**Run 1: the clock network**

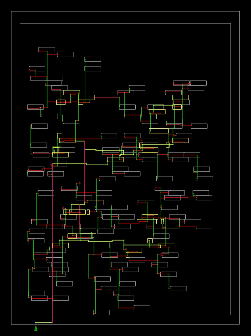
**Run 1: placed cells, one color a class**

Scale: 2 px per µm. Fill, decap, tap and diode cells in gray.
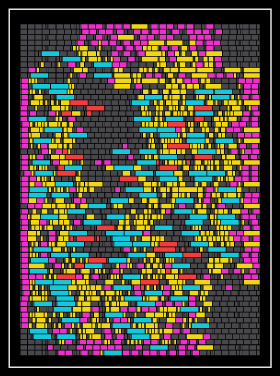
**Run 1: M2 wires**

Scale: 3 px per µm. Cells faint in the background.
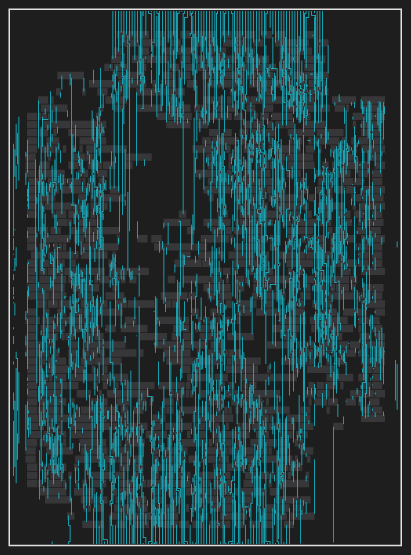
**Run 1: port wiring**

Scale: 2 px per µm.
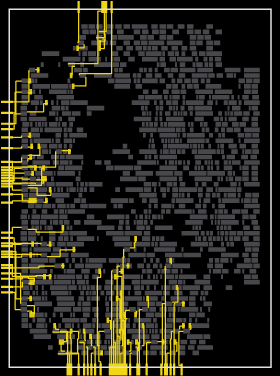
<file path="src/rtl/segment_transition_ctl.sv">
// Segment sequencer: tracks active segment, sample index, repetition count and STOP,
// and switches segments on SYNC_IDX / SYS_TIME / GPIO / IMMEDIATE / EXT transition modes.
module segment_transition_ctl #(
  parameter  int NumSegment = 4,
  parameter  int IdxWidth   = 16,
  parameter  int RepWidth   = 16,
  localparam int SegWidth   = $clog2(NumSegment)
) (
  input  logic                           CLK,
  input  logic                           RST_N,
  input  logic                           UPDATE,
  input  logic [63:0]                    SYS_TIME,
  input  logic [3:0]                     GPIO_IN,
  input  logic                           REQ_VALID,
  input  logic [SegWidth-1:0]            REQ_SEGMENT,
  input  logic [7:0]                     TRANSITION_MODE,
  input  logic [63:0]                    TRANSITION_VALUE,
  input  logic [NumSegment*IdxWidth-1:0] CYCLE,
  input  logic [NumSegment*RepWidth-1:0] REP,
  output logic [SegWidth-1:0]            SEGMENT,
  output logic [IdxWidth-1:0]            IDX,
  output logic                           STOP,
  output logic                           PENDING,
  output logic                           TRANSITION_PULSE
);

  localparam logic [7:0] MODE_SYNC_IDX  = 8'h00;
  localparam logic [7:0] MODE_SYS_TIME  = 8'h01;
  localparam logic [7:0] MODE_GPIO      = 8'h02;
  localparam logic [7:0] MODE_EXT       = 8'hF0;
  localparam logic [7:0] MODE_IMMEDIATE = 8'hFF;

  typedef enum logic {IDLE, WAIT} state_t;

  state_t               state;
  logic [RepWidth-1:0]  rep_cnt;
  logic [SegWidth-1:0]  tgt_q;
  logic [7:0]           mode_q;
  logic [63:0]          val_q;
  logic                 gpio_seen;
  logic                 ext_mode;

  logic [IdxWidth-1:0]  cyc_cur;
  logic [RepWidth-1:0]  rep_cur;
  logic                 rep_inf, wrap, gpio_hit, wait_sw, auto_sw, do_sw, req_known;
  logic [SegWidth-1:0]  seg_next, sw_tgt;

  assign cyc_cur  = CYCLE[int'(SEGMENT)*IdxWidth +: IdxWidth];
  assign rep_cur  = REP[int'(SEGMENT)*RepWidth +: RepWidth];
  assign rep_inf  = &rep_cur;
  // >= rather than == so a CYCLE shrink below the live index still wraps
  assign wrap     = UPDATE && (IDX >= cyc_cur);
  assign gpio_hit = GPIO_IN[val_q[1:0]];
  assign seg_next = (SEGMENT == SegWidth'(NumSegment-1)) ? '0 : SEGMENT + 1'b1;

  always_comb begin
    wait_sw = 1'b0;
    if (state == WAIT) begin
      case (mode_q)
        MODE_SYNC_IDX:  wait_sw = wrap || (UPDATE && STOP);
        MODE_SYS_TIME:  wait_sw = UPDATE && (SYS_TIME >= val_q);
        MODE_GPIO:      wait_sw = UPDATE && (gpio_seen || gpio_hit);
        MODE_IMMEDIATE: wait_sw = UPDATE;
        default:        wait_sw = 1'b0;
      endcase
    end
  end

  // EXT auto-advance replaces STOP when a finite segment runs out of repetitions
  assign auto_sw   = ext_mode && !STOP && wrap && !rep_inf && (rep_cnt == rep_cur);
  assign do_sw     = wait_sw || auto_sw;
  assign sw_tgt    = wait_sw ? tgt_q : seg_next;
  assign req_known = (TRANSITION_MODE == MODE_SYNC_IDX) || (TRANSITION_MODE == MODE_SYS_TIME) ||
                     (TRANSITION_MODE == MODE_GPIO)     || (TRANSITION_MODE == MODE_EXT)      ||
                     (TRANSITION_MODE == MODE_IMMEDIATE);

  always_ff @(posedge CLK or negedge RST_N) begin
    if (!RST_N) begin
      state            <= IDLE;
      SEGMENT          <= '0;
      IDX              <= '0;
      STOP             <= 1'b0;
      PENDING          <= 1'b0;
      TRANSITION_PULSE <= 1'b0;
      rep_cnt          <= '0;
      tgt_q            <= '0;
      mode_q           <= '0;
      val_q            <= '0;
      gpio_seen        <= 1'b0;
      ext_mode         <= 1'b0;
    end else begin
      TRANSITION_PULSE <= 1'b0;
      if (state == WAIT && gpio_hit) gpio_seen <= 1'b1;

      if (do_sw) begin
        SEGMENT          <= sw_tgt;
        IDX              <= '0;
        rep_cnt          <= '0;
        STOP             <= 1'b0;
        TRANSITION_PULSE <= 1'b1;
        PENDING          <= 1'b0;
        state            <= IDLE;
        gpio_seen        <= 1'b0;
      end else if (!STOP && UPDATE) begin
        if (!wrap)                   IDX <= IDX + 1'b1;
        else if (rep_inf)            IDX <= '0;
        else if (rep_cnt == rep_cur) STOP <= 1'b1;
        else begin
          rep_cnt <= rep_cnt + 1'b1;
          IDX     <= '0;
        end
      end

      // A request arriving with a switch is latched after the switch consumed the old one
      if (REQ_VALID && req_known) begin
        gpio_seen <= 1'b0;
        if (TRANSITION_MODE == MODE_EXT) begin
          ext_mode <= 1'b1;
          state    <= IDLE;
          PENDING  <= 1'b0;
        end else begin
          ext_mode <= 1'b0;
          tgt_q    <= REQ_SEGMENT;
          mode_q   <= TRANSITION_MODE;
          val_q    <= TRANSITION_VALUE;
          state    <= WAIT;
          PENDING  <= 1'b1;
        end
      end
    end
  end

endmodule

</file>
<file path="config.mk">
export PLATFORM = sky130hd
export DESIGN_NAME = segment_transition_ctl
export DESIGN_NICKNAME = d
export VERILOG_FILES = /design/src/rtl/segment_transition_ctl.sv
export SDC_FILE = /design/constraint.sdc
export NUM_CORES = 1
export LEC_CHECK = 0
export CAP_MARGIN = 20
export CORE_ASPECT_RATIO = 1.4
export CORE_MARGIN = 5
export CORE_UTILIZATION = 40
export CTS_CLUSTER_SIZE = 28
export DETAILED_ROUTE_END_ITERATION = 8
export PLACE_DENSITY = 0.79
export SYNTH_ARGS = -nofsm -noshare
export SYNTH_HDL_FRONTEND = slang
export SYNTH_SLANG_ARGS = --single-unit
</file>
<file path="constraint.sdc">
create_clock -name CLK -period 9.2 [get_ports CLK]
set_input_delay 2.76 -clock CLK [delete_from_list [all_inputs] [get_ports CLK]]
set_output_delay 2.76 -clock CLK [all_outputs]
set_load 0.05 [all_outputs]
</file>
==> ci_impl_report.md, run 1 <==
## Implementation flow summary

| Metric | Value |
|---|---|
| Vias in the first global route | 8,148 |
| EDFF count, synth | 0 |
| Max stage delay on crit path | 560 ps |
| DR pass1 iterations | 4 |
| Area of the core | 19,920 µm² |
| Slew of the pin with the lowest slew margin | 967.1 ps |
| Max clock buf depth | 2 |
| HPWL after detailed placement | 19,790 µm |
| Final core occ | 0.5953 |
| Largest net degree at the start of global routing | 93 |
| I/O pin total | 295 |
| Upper clock frequency limit | 178.6 MHz |
| Chip area | 23,200 µm² |
| Flops after synth | 113 |
| CP top delay family | AND-OR/OR-AND gates |
| Layout net count | 1,519 |
| Max stage delay cell, worst path | a221oi_1 |
| Yosys stat area | 8088 µm² |
| Clock transition at path regs | 50 ps |
| Critical path launch point type | primary input |
| Total number of vias | 7,770 |
| Top cell area share | 0.3496 |
| PwrDens | 208.1 nW/µm² |
| Final GP Congestion | 0.8232 |
| Hold_buf cts | 0 |
| Syn avg cell area | 9.243 µm² |
| Minimum clock period | 5599 ps |
| CTS tree | yes |
| Crit path DRT | 9490 ps |
| First-pass GRT wire length | 38,200 µm |
| CP cell instances | clkdlybuf4s50_1 -> mux4_2 -> inv_1 -> ha_1 -> a21oi_1 -> o21ai_0 -> a221oi_1 -> o21ai_0 -> and4_1 -> mux2_2 -> mux2_2 |
| Run status | finished clean |
| Synth Instances | 875 |
| Synth async-reset ratio | 1.000 |
| YS warnings | 0 |
| Post-CTS Setup Inserts | 0 |
| Syn-to-layout area delta | 46.63% |
| WL per Instance | 17.30 µm |
| Worst vdd ir | 0.09732 mV |
| Die H | 178.2 µm |
| Routed vias/inst | 5.441 |
| Final setup viols | 0 |
| Worst endpoint data arrival time | 5890 ps |
| Share of layout cells above drive strength 1 | 0.07574 |
| Num rows | 61 |
| Root buf cell | clkbuf_16 |
| Relative slew slack | 0.3553 |
| DRT antenna net count | 0 |
| # H-tree levels | 4 |
| Yosys Instances | 875 |
| Max Cap Viol | 0 |
| Final Hold Fails | 0 |
| GRT overflow | 0 |
| Iteration-0 DRC Markers | 335 |
| Quantity of gates resized following cts | 0 |
| Routed WL | 24,700 µm |
| Leakage power total | 0.005066 µW |
| Crit path kind | in -> reg |
| Pre-CTS setup slack | 3157 ps |
| Worst Hold Class | reg -> reg |
| DRC violations left | 0 |
| Unrepaired setup endpoints after global routing | no |
| Post-synth seq share | 0.3496 |
| Worst setup EP type | flop |
| CP max FO | 6 |
| Bufs and invs on worst path | 2 |
| Sink Count | 113 |
| Synthesized cell area | 8088 µm² |
| Die Width | 130.2 µm |
| Area contributors post-synth | dfrtp_1 (35%), ha_1 (13%), mux4_2 (9.2%) |
| Final Slew Violations | 0 |
| Final setup margin | 3601 ps |
| GRT Total Usage | 0.2087 |
| Most numerous logic cell after layout | clkdlybuf4s50_1 |
| Layout fillers | 1,687 |
| Port Buffer Count | 294 |
| Setup TNS | 0 ps |
| Cell Count, Final, Fillers Out | 1,428 |
| Post-placement cell count | 1,395 |
| Leading area contributor after synthesis | dfrtp_1 |
| Yosys cell types | 57 |
| Main synth FF type | dfrtp_1 |
| Cycle use final | 0.6086 |
| Syn Nets | 1,232 |
| OpenROAD warning count | 26 |
| Initial Util | 0.4060 |
| Top Layout Cells | clkdlybuf4s50_1 (293), dfrtp_1 (111), inv_1 (94), o21ai_0 (94), nand2_1 (91) |
| Initial antenna violation count | 1 |
Notes on 'the clock network' above:
Fin Clk Skew: 7.587 ps
registers: 113
Insertion Delay late pin: 410 ps
CTS buffer count: 17

Notes on 'placed cells, one color a class' above:
legend:
  clock drivers and dummy loads:
    color: red
    cells: 32
  sequential cells:
    color: cyan
    cells: 113
  remaining buffers and delay cells:
    color: magenta
    cells: 301
  remaining logic cells:
    color: yellow
    cells: 729

Notes on 'M2 wires' above:
nets with wire on the layer: 1,328
share of all routed wire: 54%
main direction: vertical

Notes on 'port wiring' above:
legend:
  TRANSITION_VALUE:
    color: yellow
    bits: 64
    direction: input
    edge: 30 west, 29 south, 5 north
    end_cells: 64
    wire: 1,660 µm

## run 1: synthesized netlist by cell type, types with 21 or more instances
cell	count
nand3_1	22
a21oi_1	52
nand2_1	91
nand4_1	44
mux4_2	33
nor2_1	36
xnor2_1	22
clkbuf_1	21
ha_1	83
inv_1	94
dfrtp_1	113
o21ai_0	94
## run 1: state kept, by name, indices dropped and copies added, names as in the netlist
name / count
tgt_q: 2
val_q: 64
mode_q: 8
IDX: 16
ext_mode: 1
gpio_seen: 1
STOP: 1
SEGMENT: 2
rep_cnt: 16
TRANSITION_PULSE: 1
state: 1
## run 1: layout make-up
cell class / count / area [µm²] / share of cell area
Sequential cell: 113 / 2830 / 0.2387
Timing Repair Buffer: 301 / 2993 / 0.2524
Antenna cell: 1 / 2.502 / 0.0002110
Clock buffer: 23 / 478.0 / 0.04030
Tap cell: 252 / 315.3 / 0.02659
Multi-Input combinational cell: 635 / 4781 / 0.4031
Inverter: 94 / 352.8 / 0.02975
Clock inverter: 9 / 106.4 / 0.008968
## run 1: path summary, 6_finish.rpt
path | from | to | slack (ps) | depth (start not counted)
hold / removal | mode_q[3] | mode_q[3] | 510 | 1
max in group asynchronous | RST_N | SEGMENT[1] | 5450 | 2
setup / recovery | CYCLE[34] | SEGMENT[0] | 3600 | 11
min in group asynchronous | RST_N | val_q[38] | 2320 | 1
setup reg to reg | SEGMENT[0] | SEGMENT[0] | 5230 | 11
hold reg to reg | mode_q[3] | mode_q[3] | 510 | 1
## run 1: cells by family (layout without fill, tap and decap cells)
logic type,count (synthesis),in the layout,share of synthesized area
adders and majority gates,83,83,0.1284
AOI/OAI and AO/OA,207,207,0.1516
xor gates and xnor gates,24,24,0.02599
other,0,1,0
and+or+nand+nor,278,278,0.1776
muxes,43,43,0.1057
DFF,113,113,0.3496
buffers and inverters,127,427,0.06111
## run 1: routing by layer
layer | track usage | vias up | wire [µm]
met3 | 0.05842 | 47 | 1914
met5 | 0 | - | 0
met2 | 0.3855 | 273 | 13300
li1 | - | 3760 | -
met1 | 0.2164 | 3690 | 8679
met4 | 0.09055 | 0 | 805
## run 1: per-stage QoR
step                total power [µW]  hold WS [ps]  instance area [µm²]
floorplan                       1451         472.0                 8088
global placement                1794         483.9                11270
detailed placement              1833         495.1                11270
CTS                             2497         507.1                11860
global route                    2645         512.7                11860
finish                          2467         507.2                11860
## run 1: where the power goes
group | leakage [µW] | internal (µW) | switching (µW)
combinational | 0.00343 | 531 | 583
clock | 0.000279 | 419 | 235
sequential | 0.00136 | 619 | 80.5
## run 1: worst register-to-register path: stages (launching register included)
cell and delay, ps:
dfrtp_2 390, buf_4 590, mux4_2 610, inv_1 70
ha_1 230, a21oi_1 130, o21ai_0 100, a221oi_1 560
o21ai_0 360, and4_1 280, mux2_2 280, mux2_2 260
==> run 2: changes to the inputs <==
==> constraint.sdc (replaced) <==
create_clock -name CLK -period 5.2 [get_ports CLK]
set_input_delay 1.56 -clock CLK [delete_from_list [all_inputs] [get_ports CLK]]
set_output_delay 1.56 -clock CLK [all_outputs]
set_load 0.05 [all_outputs]
**Run 2: port wiring**

Scale: 2 px per µm.
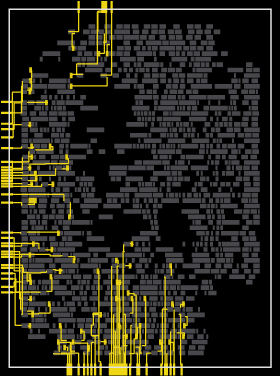
legend:
  TRANSITION_VALUE:
    color: yellow
    bits: 64
    direction: input
    edge: 30 west, 29 south, 5 north
    end_cells: 64
    wire: 1,750 µm

==> ci_impl_report.md, run 2 <==
## Implementation flow summary

| Metric | Value |
|---|---|
| Port Buffer Count | 294 (unchanged) |
| I/O pin total | 295 (unchanged) |
| Upper clock frequency limit | 221.2 MHz |
| Layout net count | 1,521 (+0.13%) |
| Yosys cell types | 57 (unchanged) |
| Cycle use final | 0.8693 |
| Synth top cell by count | dfrtp_1 |
| Top cell area share | 0.3496 (unchanged) |
| Sink Count | 113 (unchanged) |
| Die Width | 130.2 µm (unchanged) |
| Total number of vias | 7,719 (-0.66%) |
| Placed inst area | 11,300 µm² (+0.24%) |
| Relative slew slack | 0.3259 (-0.02939) |
| Initial antenna violation count | 1 (unchanged) |
| Max clock buf depth | 2 (unchanged) |
| Yosys stat area | 8088 µm² (unchanged) |
| Syn-to-layout area delta | 47.00% |
| Minimum clock period | 4520 ps |
| Design area | 11,890 µm² (+0.25%) |
| Top non-seq family | simple AND/OR/NAND/NOR gates |
| Complex Gates by Area | 0.1516 (unchanged) |
| Share of power burned in registers | 0.302 (+0.018) |
| Leakage power total | 0.005062 µW (about the same) |
| Quantity of gates resized following cts | 0 (unchanged) |
| Area contributors post-synth | dfrtp_1 (35%), ha_1 (13%), mux4_2 (9.2%) |
| Run status | finished clean |
| Sw frac | 0.3701 (+0.006075) |
| CP max FO | 6 (unchanged) |
| Worst setup EP type | flop |
| Synthesized cell area | 8088 µm² (unchanged) |
| DR pass1 iterations | 5 (+1) |
| Yosys Instances | 875 (unchanged) |
| AND/OR/NAND/NOR Cells, Area Fraction | 0.1776 (unchanged) |
| Post-synth seq share | 0.3496 (unchanged) |
| Xor+xnor area frac | 0.02599 (unchanged) |
| Register with the most flip-flops | val_q |
| Net switching power figure | 1615 µW (+80%) |
| OpenROAD warning count | 26 (unchanged) |
| Crit path DRT | 5490 ps (-4000 ps) |
| Insertion Delay late pin | 410 ps (about the same) |
| Unrepaired setup endpoints after global routing | no |
| Die H | 178.2 µm (unchanged) |
| Final hold slack | 502.6 ps (-4.654 ps) |
| Largest net degree at the start of global routing | 87 (-6.5%) |
| Most numerous logic cell after layout | clkdlybuf4s50_1 |
| Leading area contributor after synthesis | dfrtp_1 |
| Largest register FFs | 64 (unchanged) |
| Worst vdd ir | 0.1851 mV (+90%) |
| Synth Instances | 875 (unchanged) |
| Setup TNS | 0 ps (unchanged) |
| Iteration-0 DRC Markers | 368 (+9.9%) |
| Slew of the pin with the lowest slew margin | 1011 ps (+44.09 ps) |
| Post-CTS Setup Inserts | 0 (unchanged) |
| Worst Hold Class | reg -> reg |
| Final GP Congestion | 0.8218 (-0.17%) |
| Hold_buf cts | 0 (unchanged) |
| Routed WL | 24,110 µm (-2.4%) |
| Pre-CTS setup slack | 275.0 ps (-2882 ps) |
| Post-placement cell count | 1,397 (+0.14%) |
| Part of the power in combinational logic | 0.433 (-0.018) |
| MUX share of area | 0.1057 (unchanged) |
| Top Layout Cells | clkdlybuf4s50_1 (293), dfrtp_1 (111), inv_1 (94), o21ai_0 (94), nand2_1 (91) |
| Final setup margin | 679.6 ps (-2921 ps) |
| Max Cap Viol | 0 (unchanged) |
| Crit path kind | in -> reg |
| DRT antenna net count | 0 (unchanged) |
| HPWL after detailed placement | 19,430 µm (-1.8%) |
| Syn Nets | 1,232 (unchanged) |
| Flops after synth | 113 (unchanged) |
| Commonest cells post-synth | dfrtp_1 (113), inv_1 (94), o21ai_0 (94) |
| Critical path launch point type | primary input |
| Fin Clk Skew | 6.222 ps (-1.365 ps) |
| WL per Instance | 16.86 µm (-2.5%) |
| # H-tree levels | 4 (unchanged) |
| Final setup viols | 0 (unchanged) |
| Area of the core | 19,920 µm² (unchanged) |
| Cell Count, Final, Fillers Out | 1,430 (+0.14%) |
| Worst endpoint data arrival time | 4810 ps (-1080 ps) |
| DRC violations left | 0 (unchanged) |
| Comb gate area | 4781 µm² (unchanged) |
| Biggest regs | val_q x64, IDX x16, rep_cnt x16 |
| Initial Util | 0.4060 (unchanged) |
| CTS buffer count | 17 (unchanged) |
| Layout fillers | 1,693 (+0.36%) |
| PwrDens | 367.1 nW/µm² (+76%) |
| Synth async-reset ratio | 1.000 (unchanged) |
**Run 2: routed clock nets over the placement**

Scale: 3 px per µm.
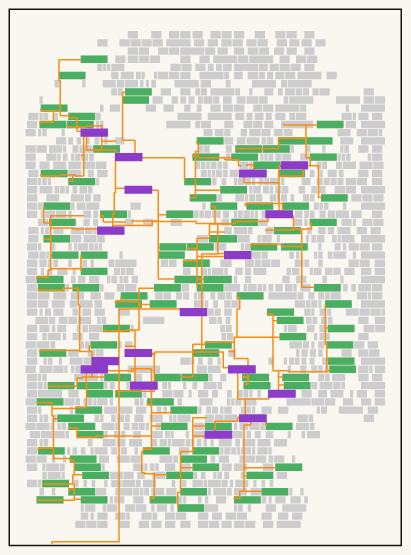
legend:
  clock wires:
    color: orange
    length: 1,740 µm
  clock-net drivers:
    color: purple
    count: 17
  flip-flops:
    color: green
    count: 113
flops lie: spread over the die

[run 2: per-layer routing]
layer  global-route usage  part of all wire  vias up
li1                     -                 -     3770
met1               0.2160              0.36     3625
met2               0.3724              0.52      264
met3              0.05932             0.080       60
met4              0.08795             0.034        0
met5                    0                 0        -
[run 2: path summary, 6_finish.rpt]
kind,start,endpoint,slack (ps),depth (start not counted)
min in group asynchronous,RST_N,val_q[40],1270,1
max in group asynchronous,RST_N,val_q[22],2970,2
min,tgt_q[1],SEGMENT[1],500,1
max reg2reg,SEGMENT[0],rep_cnt[10],1110,11
min reg2reg,tgt_q[1],SEGMENT[1],500,1
max,CYCLE[50],SEGMENT[0],680,11
[run 2: stage by stage]
stage / util / total power (µW)
final: 0.5968 / 4365
after global routing: 0.5968 / 4673
after CTS: 0.5967 / 4410
after detailed placement: 0.5672 / 3224
after global placement: 0.5672 / 3167
after floorplan: - / 2568
[run 2: final cells by class]
class	count	share of cell area
Clock buffer	17	0.03578
Sequential cell	113	0.2381
Clock inverter	15	0.01358
Timing Repair Buffer	303	0.2541
Inverter	94	0.02968
Multi-Input combinational cell	635	0.4021
Antenna cell	1	0.0002105
Tap cell	252	0.02652
[run 2: cells by family (layout without fill, tap and decap cells)]
family                   after synthesis  count (layout)
AND-OR/OR-AND                        207             207
adder cells (fa/ha/maj)               83              83
other                                  0               1
multiplexers                          43              43
flip-flops                           113             113
XOR/XNOR                              24              24
buffers and inverters                127             429
AND/OR/NAND/NOR                      278             278
[run 2: power by group through the flow]
stage          Sequential, µW  Combinational, µW  Clock [µW]
2_1_floorplan            1360               1210           0
3_3_place_gp             1320               1840           0
3_5_place_dp             1330               1890           0
4_1_cts                  1320               1910        1180
5_1_grt                  1350               2100        1220
6_report                 1320               1890        1160
[run 2: critical path: stages]
cell	delay, ps
clkdlybuf4s50_1	410
mux4_2	470
inv_1	80
ha_1	230
a21oi_1	130
o21ai_0	100
a221oi_1	610
o21ai_0	380
and4_1	290
mux2_2	290
mux2_2	250
Power figures rest on the tool's default switching activity, not on a simulated workload.
